`config.mk`:
```
export PLATFORM = sky130hd
export DESIGN_NAME = alu_sequencer
export DESIGN_NICKNAME = d
export VERILOG_FILES = /design/src/rtl/alu_sequencer_pkg.sv /design/src/rtl/alu_prog_mem.sv /design/src/rtl/alu_sequencer.sv
export SDC_FILE = /design/constraint.sdc
export NUM_CORES = 1
export LEC_CHECK = 0
export ABC_AREA = 1
export CAP_MARGIN = 10
export CORE_MARGIN = 2
export CORE_UTILIZATION = 54
export DETAILED_ROUTE_END_ITERATION = 10
export GPL_TIMING_DRIVEN = 0
export PLACE_DENSITY = 0.76
export SYNTH_ARGS = -nofsm -noshare
export SYNTH_HDL_FRONTEND = slang
export SYNTH_SLANG_ARGS = --single-unit
```
`constraint.sdc`:
```
create_clock -name clock -period 3.1 [get_ports clock]
set_input_delay 0.62 -clock clock [delete_from_list [all_inputs] [get_ports clock]]
set_output_delay 0.62 -clock clock [all_outputs]
set_load 0.01 [all_outputs]
```
`src/rtl/alu_sequencer_pkg.sv`:
```
// ---------------------------------------------------------------------------
// alu_sequencer_pkg
// Shared definitions for the Alu instruction sequencer: instruction word
// width, Alu opcode values, the opcode screening function used before a word
// is issued, and the sequencer state encoding.
// ---------------------------------------------------------------------------
package alu_sequencer_pkg;

  localparam int INST_WIDTH = 12;

  // Alu opcodes, {opcode[11:8], imm[7:0]}
  localparam logic [3:0] ALU_NOP = 4'h0;
  localparam logic [3:0] ALU_LDI = 4'h1;
  localparam logic [3:0] ALU_ADD = 4'h2;
  localparam logic [3:0] ALU_SUB = 4'h3;
  localparam logic [3:0] ALU_AND = 4'h4;
  localparam logic [3:0] ALU_IOR = 4'h5;
  localparam logic [3:0] ALU_XOR = 4'h6;
  localparam logic [3:0] ALU_NOT = 4'h7;
  localparam logic [3:0] ALU_SHL = 4'h8;
  localparam logic [3:0] ALU_SHR = 4'h9;

  typedef enum logic [2:0] {
    ST_IDLE  = 3'd0,
    ST_RUN   = 3'd1,
    ST_DRAIN = 3'd2,
    ST_DONE  = 3'd3,
    ST_ERROR = 3'd4
  } seq_state_e;

  // True for every opcode the Alu implements; anything else must not be issued.
  function automatic logic alu_op_valid(input logic [3:0] op);
    logic valid_s;
    case (op)
      ALU_NOP, ALU_LDI, ALU_ADD, ALU_SUB, ALU_AND,
      ALU_IOR, ALU_XOR, ALU_NOT, ALU_SHL, ALU_SHR: valid_s = 1'b1;
      default:                                     valid_s = 1'b0;
    endcase
    return valid_s;
  endfunction

endpackage

```
`src/rtl/alu_prog_mem.sv`:
```
// ---------------------------------------------------------------------------
// alu_prog_mem
// Program buffer for the Alu sequencer: DEPTH words of INST_WIDTH bits,
// one synchronous write port and one asynchronous read port.
// Ports:
//   clock    in   write clock
//   wr_en    in   write strobe
//   wr_addr  in   write address
//   wr_data  in   word to store
//   rd_addr  in   read address
//   rd_data  out  word at rd_addr (combinational)
// ---------------------------------------------------------------------------
module alu_prog_mem
  import alu_sequencer_pkg::*;
#(
  parameter int DEPTH      = 16,
  parameter int ADDR_WIDTH = 4
) (
  input  logic                  clock,
  input  logic                  wr_en,
  input  logic [ADDR_WIDTH-1:0] wr_addr,
  input  logic [INST_WIDTH-1:0] wr_data,
  input  logic [ADDR_WIDTH-1:0] rd_addr,
  output logic [INST_WIDTH-1:0] rd_data
);

  logic [INST_WIDTH-1:0] mem_r [DEPTH];

  // Storage write port; contents need no reset because count gates validity.
  always_ff @(posedge clock) begin
    if (wr_en) begin
      mem_r[wr_addr] <= wr_data;
    end
  end

  assign rd_data = mem_r[rd_addr];

endmodule

```
`src/rtl/alu_sequencer.sv`:
```
// ---------------------------------------------------------------------------
// alu_sequencer
// Controller-side driver for the Alu instruction port. A host appends
// program words while idle; start issues them back-to-back on inst/inst_wen,
// screening each opcode first so an invalid word never reaches the Alu.
// After the last word the sequencer waits two cycles for the Alu register
// latency, then captures the Alu result.
// Ports:
//   clock, reset      single clock, synchronous active-high reset
//   prog_inst/_wen    append a program word (IDLE only)
//   start             run the program from entry 0 (IDLE/DONE)
//   pause             hold issue for one cycle (RUN)
//   clear             DONE -> IDLE, empty program
//   inst/inst_wen     registered instruction to the Alu
//   result            Alu result input
//   count/full        program occupancy
//   busy/done/error   status (error sticky until reset)
//   last_result       result captured on entry to DONE
// ---------------------------------------------------------------------------
module alu_sequencer
  import alu_sequencer_pkg::*;
#(
  parameter int DEPTH      = 16,
  parameter int ADDR_WIDTH = 4
) (
  input  logic                  clock,
  input  logic                  reset,
  input  logic [INST_WIDTH-1:0] prog_inst,
  input  logic                  prog_wen,
  input  logic                  start,
  input  logic                  pause,
  input  logic                  clear,
  output logic [INST_WIDTH-1:0] inst,
  output logic                  inst_wen,
  input  logic [7:0]            result,
  output logic [ADDR_WIDTH:0]   count,
  output logic                  full,
  output logic                  busy,
  output logic                  done,
  output logic                  error,
  output logic [7:0]            last_result
);

  localparam logic [ADDR_WIDTH:0]   CNT_DEPTH = (ADDR_WIDTH+1)'(DEPTH);
  localparam logic [ADDR_WIDTH:0]   CNT_ZERO  = (ADDR_WIDTH+1)'(1'b0);
  localparam logic [ADDR_WIDTH:0]   CNT_ONE   = (ADDR_WIDTH+1)'(1'b1);
  localparam logic [ADDR_WIDTH-1:0] PC_ZERO   = (ADDR_WIDTH)'(1'b0);
  localparam logic [ADDR_WIDTH-1:0] PC_ONE    = (ADDR_WIDTH)'(1'b1);

  seq_state_e            state_r, state_next_s;
  logic [ADDR_WIDTH-1:0] pc_r, pc_next_s;
  logic [ADDR_WIDTH:0]   count_r, count_next_s;
  logic [INST_WIDTH-1:0] inst_r, inst_next_s;
  logic                  inst_wen_r, inst_wen_next_s;
  logic                  error_r, error_next_s;
  logic [7:0]            last_result_r, last_result_next_s;
  logic                  drain_r, drain_next_s;
  logic                  busy_r, busy_next_s;
  logic                  done_r, done_next_s;
  logic                  full_r, full_next_s;
  logic                  mem_we_s;
  logic                  is_full_s;
  logic                  last_word_s;
  logic [INST_WIDTH-1:0] rd_data_s;

  alu_prog_mem #(
    .DEPTH      (DEPTH),
    .ADDR_WIDTH (ADDR_WIDTH)
  ) u_prog_mem (
    .clock   (clock),
    .wr_en   (mem_we_s),
    .wr_addr (count_r[ADDR_WIDTH-1:0]),
    .wr_data (prog_inst),
    .rd_addr (pc_r),
    .rd_data (rd_data_s)
  );

  assign is_full_s   = (count_r == CNT_DEPTH);
  // pc is zero-extended so the comparison covers a full DEPTH-entry program.
  assign last_word_s = ({1'b0, pc_r} == (count_r - CNT_ONE));

  // Next-state and next-output decode for the sequencer FSM.
  always_comb begin
    state_next_s       = state_r;
    pc_next_s          = pc_r;
    count_next_s       = count_r;
    inst_next_s        = inst_r;
    inst_wen_next_s    = 1'b0;
    error_next_s       = error_r;
    last_result_next_s = last_result_r;
    drain_next_s       = drain_r;
    mem_we_s           = 1'b0;

    case (state_r)
      ST_IDLE: begin
        if (prog_wen && !is_full_s) begin
          mem_we_s     = 1'b1;
          count_next_s = count_r + CNT_ONE;
        end else begin
          mem_we_s     = 1'b0;
        end
        if (start && (count_r != CNT_ZERO)) begin
          pc_next_s    = PC_ZERO;
          state_next_s = ST_RUN;
        end else begin
          state_next_s = ST_IDLE;
        end
      end

      ST_RUN: begin
        if (pause) begin
          inst_wen_next_s = 1'b0;
        end else if (alu_op_valid(rd_data_s[11:8])) begin
          inst_next_s     = rd_data_s;
          inst_wen_next_s = 1'b1;
          pc_next_s       = pc_r + PC_ONE;
          if (last_word_s) begin
            state_next_s = ST_DRAIN;
            drain_next_s = 1'b0;
          end else begin
            state_next_s = ST_RUN;
          end
        end else begin
          inst_wen_next_s = 1'b0;
          error_next_s    = 1'b1;
          state_next_s    = ST_ERROR;
        end
      end

      // Two idle cycles let the final word's effect appear on result.
      ST_DRAIN: begin
        if (drain_r) begin
          last_result_next_s = result;
          drain_next_s       = 1'b0;
          state_next_s       = ST_DONE;
        end else begin
          drain_next_s       = 1'b1;
        end
      end

      ST_DONE: begin
        if (start) begin
          pc_next_s    = PC_ZERO;
          state_next_s = ST_RUN;
        end else if (clear) begin
          pc_next_s    = PC_ZERO;
          count_next_s = CNT_ZERO;
          state_next_s = ST_IDLE;
        end else begin
          state_next_s = ST_DONE;
        end
      end

      ST_ERROR: begin
        error_next_s = 1'b1;
        state_next_s = ST_ERROR;
      end

      // An unreachable encoding is treated like an invalid opcode.
      default: begin
        error_next_s = 1'b1;
        state_next_s = ST_ERROR;
      end
    endcase

    busy_next_s = (state_next_s == ST_RUN) || (state_next_s == ST_DRAIN);
    done_next_s = (state_next_s == ST_DONE);
    full_next_s = (count_next_s == CNT_DEPTH);
  end

  // State and output registers with synchronous reset.
  always_ff @(posedge clock) begin
    if (reset) begin
      state_r       <= ST_IDLE;
      pc_r          <= PC_ZERO;
      count_r       <= CNT_ZERO;
      inst_r        <= {ALU_NOP, 8'h00};
      inst_wen_r    <= 1'b0;
      error_r       <= 1'b0;
      last_result_r <= 8'h00;
      drain_r       <= 1'b0;
      busy_r        <= 1'b0;
      done_r        <= 1'b0;
      full_r        <= 1'b0;
    end else begin
      state_r       <= state_next_s;
      pc_r          <= pc_next_s;
      count_r       <= count_next_s;
      inst_r        <= inst_next_s;
      inst_wen_r    <= inst_wen_next_s;
      error_r       <= error_next_s;
      last_result_r <= last_result_next_s;
      drain_r       <= drain_next_s;
      busy_r        <= busy_next_s;
      done_r        <= done_next_s;
      full_r        <= full_next_s;
    end
  end

  assign inst        = inst_r;
  assign inst_wen    = inst_wen_r;
  assign count       = count_r;
  assign full        = full_r;
  assign busy        = busy_r;
  assign done        = done_r;
  assign error       = error_r;
  assign last_result = last_result_r;

endmodule
```
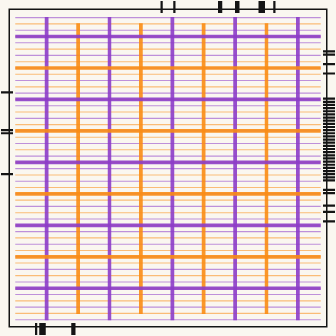
Figure 1: power grid.
Pins as bars on the die edge.
| net | colour |
|---|---|
| VDD | orange |
| VSS | purple |
met4 straps: 9
met5 straps: 9
signal pins: 56

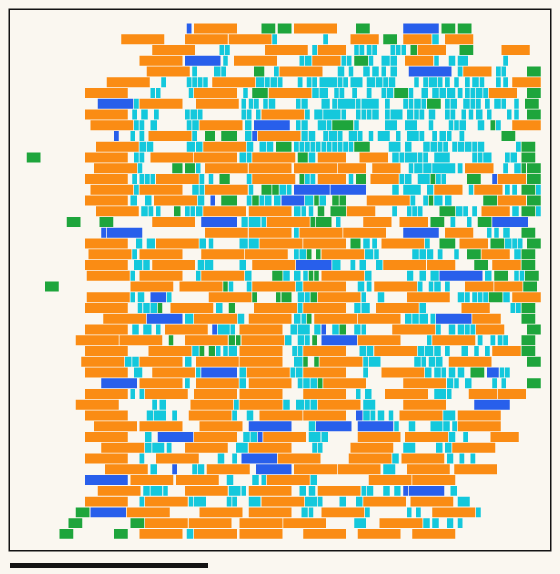
Figure 2: placed cells, one colour a class.
Scale bar: 50 um.
| class | colour | cells |
|---|---|---|
| clock drivers and dummy loads | blue | 43 |
| sequential cells | orange | 234 |
| combinational and other logic | cyan | 565 |
| remaining buffers and delay cells | green | 110 |

==> Table 3: Implementation characteristics <==
Table: implementation figures

Parameter                              Value

Run status
  Result of the run .................. finished clean

Critical path
  Critical Path Slowest Stage Cell .................. sky130_fd_sc_hd__nor2_1
  Worst setup SP type .................. flip-flop
  Required arrival time at the worst endpoint .................. 3.32 ns
  Capturing point of the worst reg2reg path .................. u_prog_mem.mem_r[11][1]
  Capture point of the worst path .................. u_prog_mem.mem_r[11][1]
  Type of the setup path with the least slack .................. reg -> reg

STA
  Worst Clk Skew .................. 0.0184 ns
  Post-route clock period utilization .................. 90.6%
  Transition at the pin with the smallest max-transition slack .................. 0.989 ns

Layout
  Area growth, synth to finish .................. 18.4%
  Largest register by flop count .................. u_prog_mem.mem_r
  Top cells excl fill/tap .................. 192 x sky130_fd_sc_hd__edfxtp_1, 179 x sky130_fd_sc_hd__nor2_1, 107 x sky130_fd_sc_hd__o21ai_0, 75 x sky130_fd_sc_hd__nand2_1, 54 x sky130_fd_sc_hd__clkdlybuf4s50_1
  Final net count .................. 966
  Number of flip-flops in the largest register .................. 192
  Filler cell count .................. 1237
  Share of cell area taken by multi-input logic gates .................. 21.9%
  Non-Clock Buffer Count .................. 110
  Number of signal-net inverters in the final layout .................. 52

Global route
  Met2 Use GR .................. 43.5%
  First-pass GRT wire length .................. 36600 um
  Number of antenna violations at the first check in global routing .................. 0
  Number of global-route vias before repair .................. 6665

Logic synthesis
  List of most frequent post-synthesis cells .................. 192 x sky130_fd_sc_hd__edfxtp_1, 185 x sky130_fd_sc_hd__nor2_1, 107 x sky130_fd_sc_hd__o21ai_0
  Cell type with the largest total area .................. sky130_fd_sc_hd__edfxtp_1
  Area reported by Yosys stat .................. 9490 um2
  Register bit count reported by yosys .................. 234
  Cell count in the Yosys report .................. 844
  Syn. warnings .................. 0

Route
  Met3 routed WL .................. 2640 um
  Met2 routed wirelength .................. 11500 um
  Routed vias/inst .................. 5.87
  Wirelength per Cell .................. 20.3 um
  Wire length reported by the detailed router .................. 23900 um

Clocking
  TritonCTS Buffers .................. 24
  Sinks on Clock Net .................. 234
  TritonCTS clock tree .................. built
  Post-cts hold buffer count .................. 0

Placement
  Last weighted congestion value of the routability-driven placer .................. 0.863
  Worst Setup Slack post-DPL .................. 0.150 ns

Power and ir drop
  Leakage power .................. 3.99 nW
  Psw .................. 1.56 mW
  Pwr/cell area .................. 620 nW/um2
  Maximum vdd ir drop .................. 0.421 mV
  Logic pwr share .................. 7.7%

Floorplan
  FP Util .................. 55.1%
  Die H .................. 137 um
  Core area .................. 17200 um2

Run
  Max cap viols .................. 0
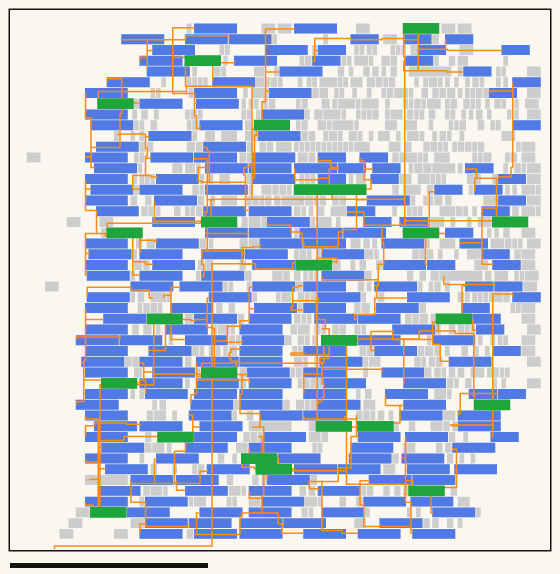
Figure 3: clock distribution.
Scale bar: 50 um.
[clock wires] orange | length: 2530 um
[clock drivers] green | count: 24
[flip-flops] blue | count: 234
routed clock nets: 25
flops lie: spread over the die

Power and IR drop assume default switching activity.
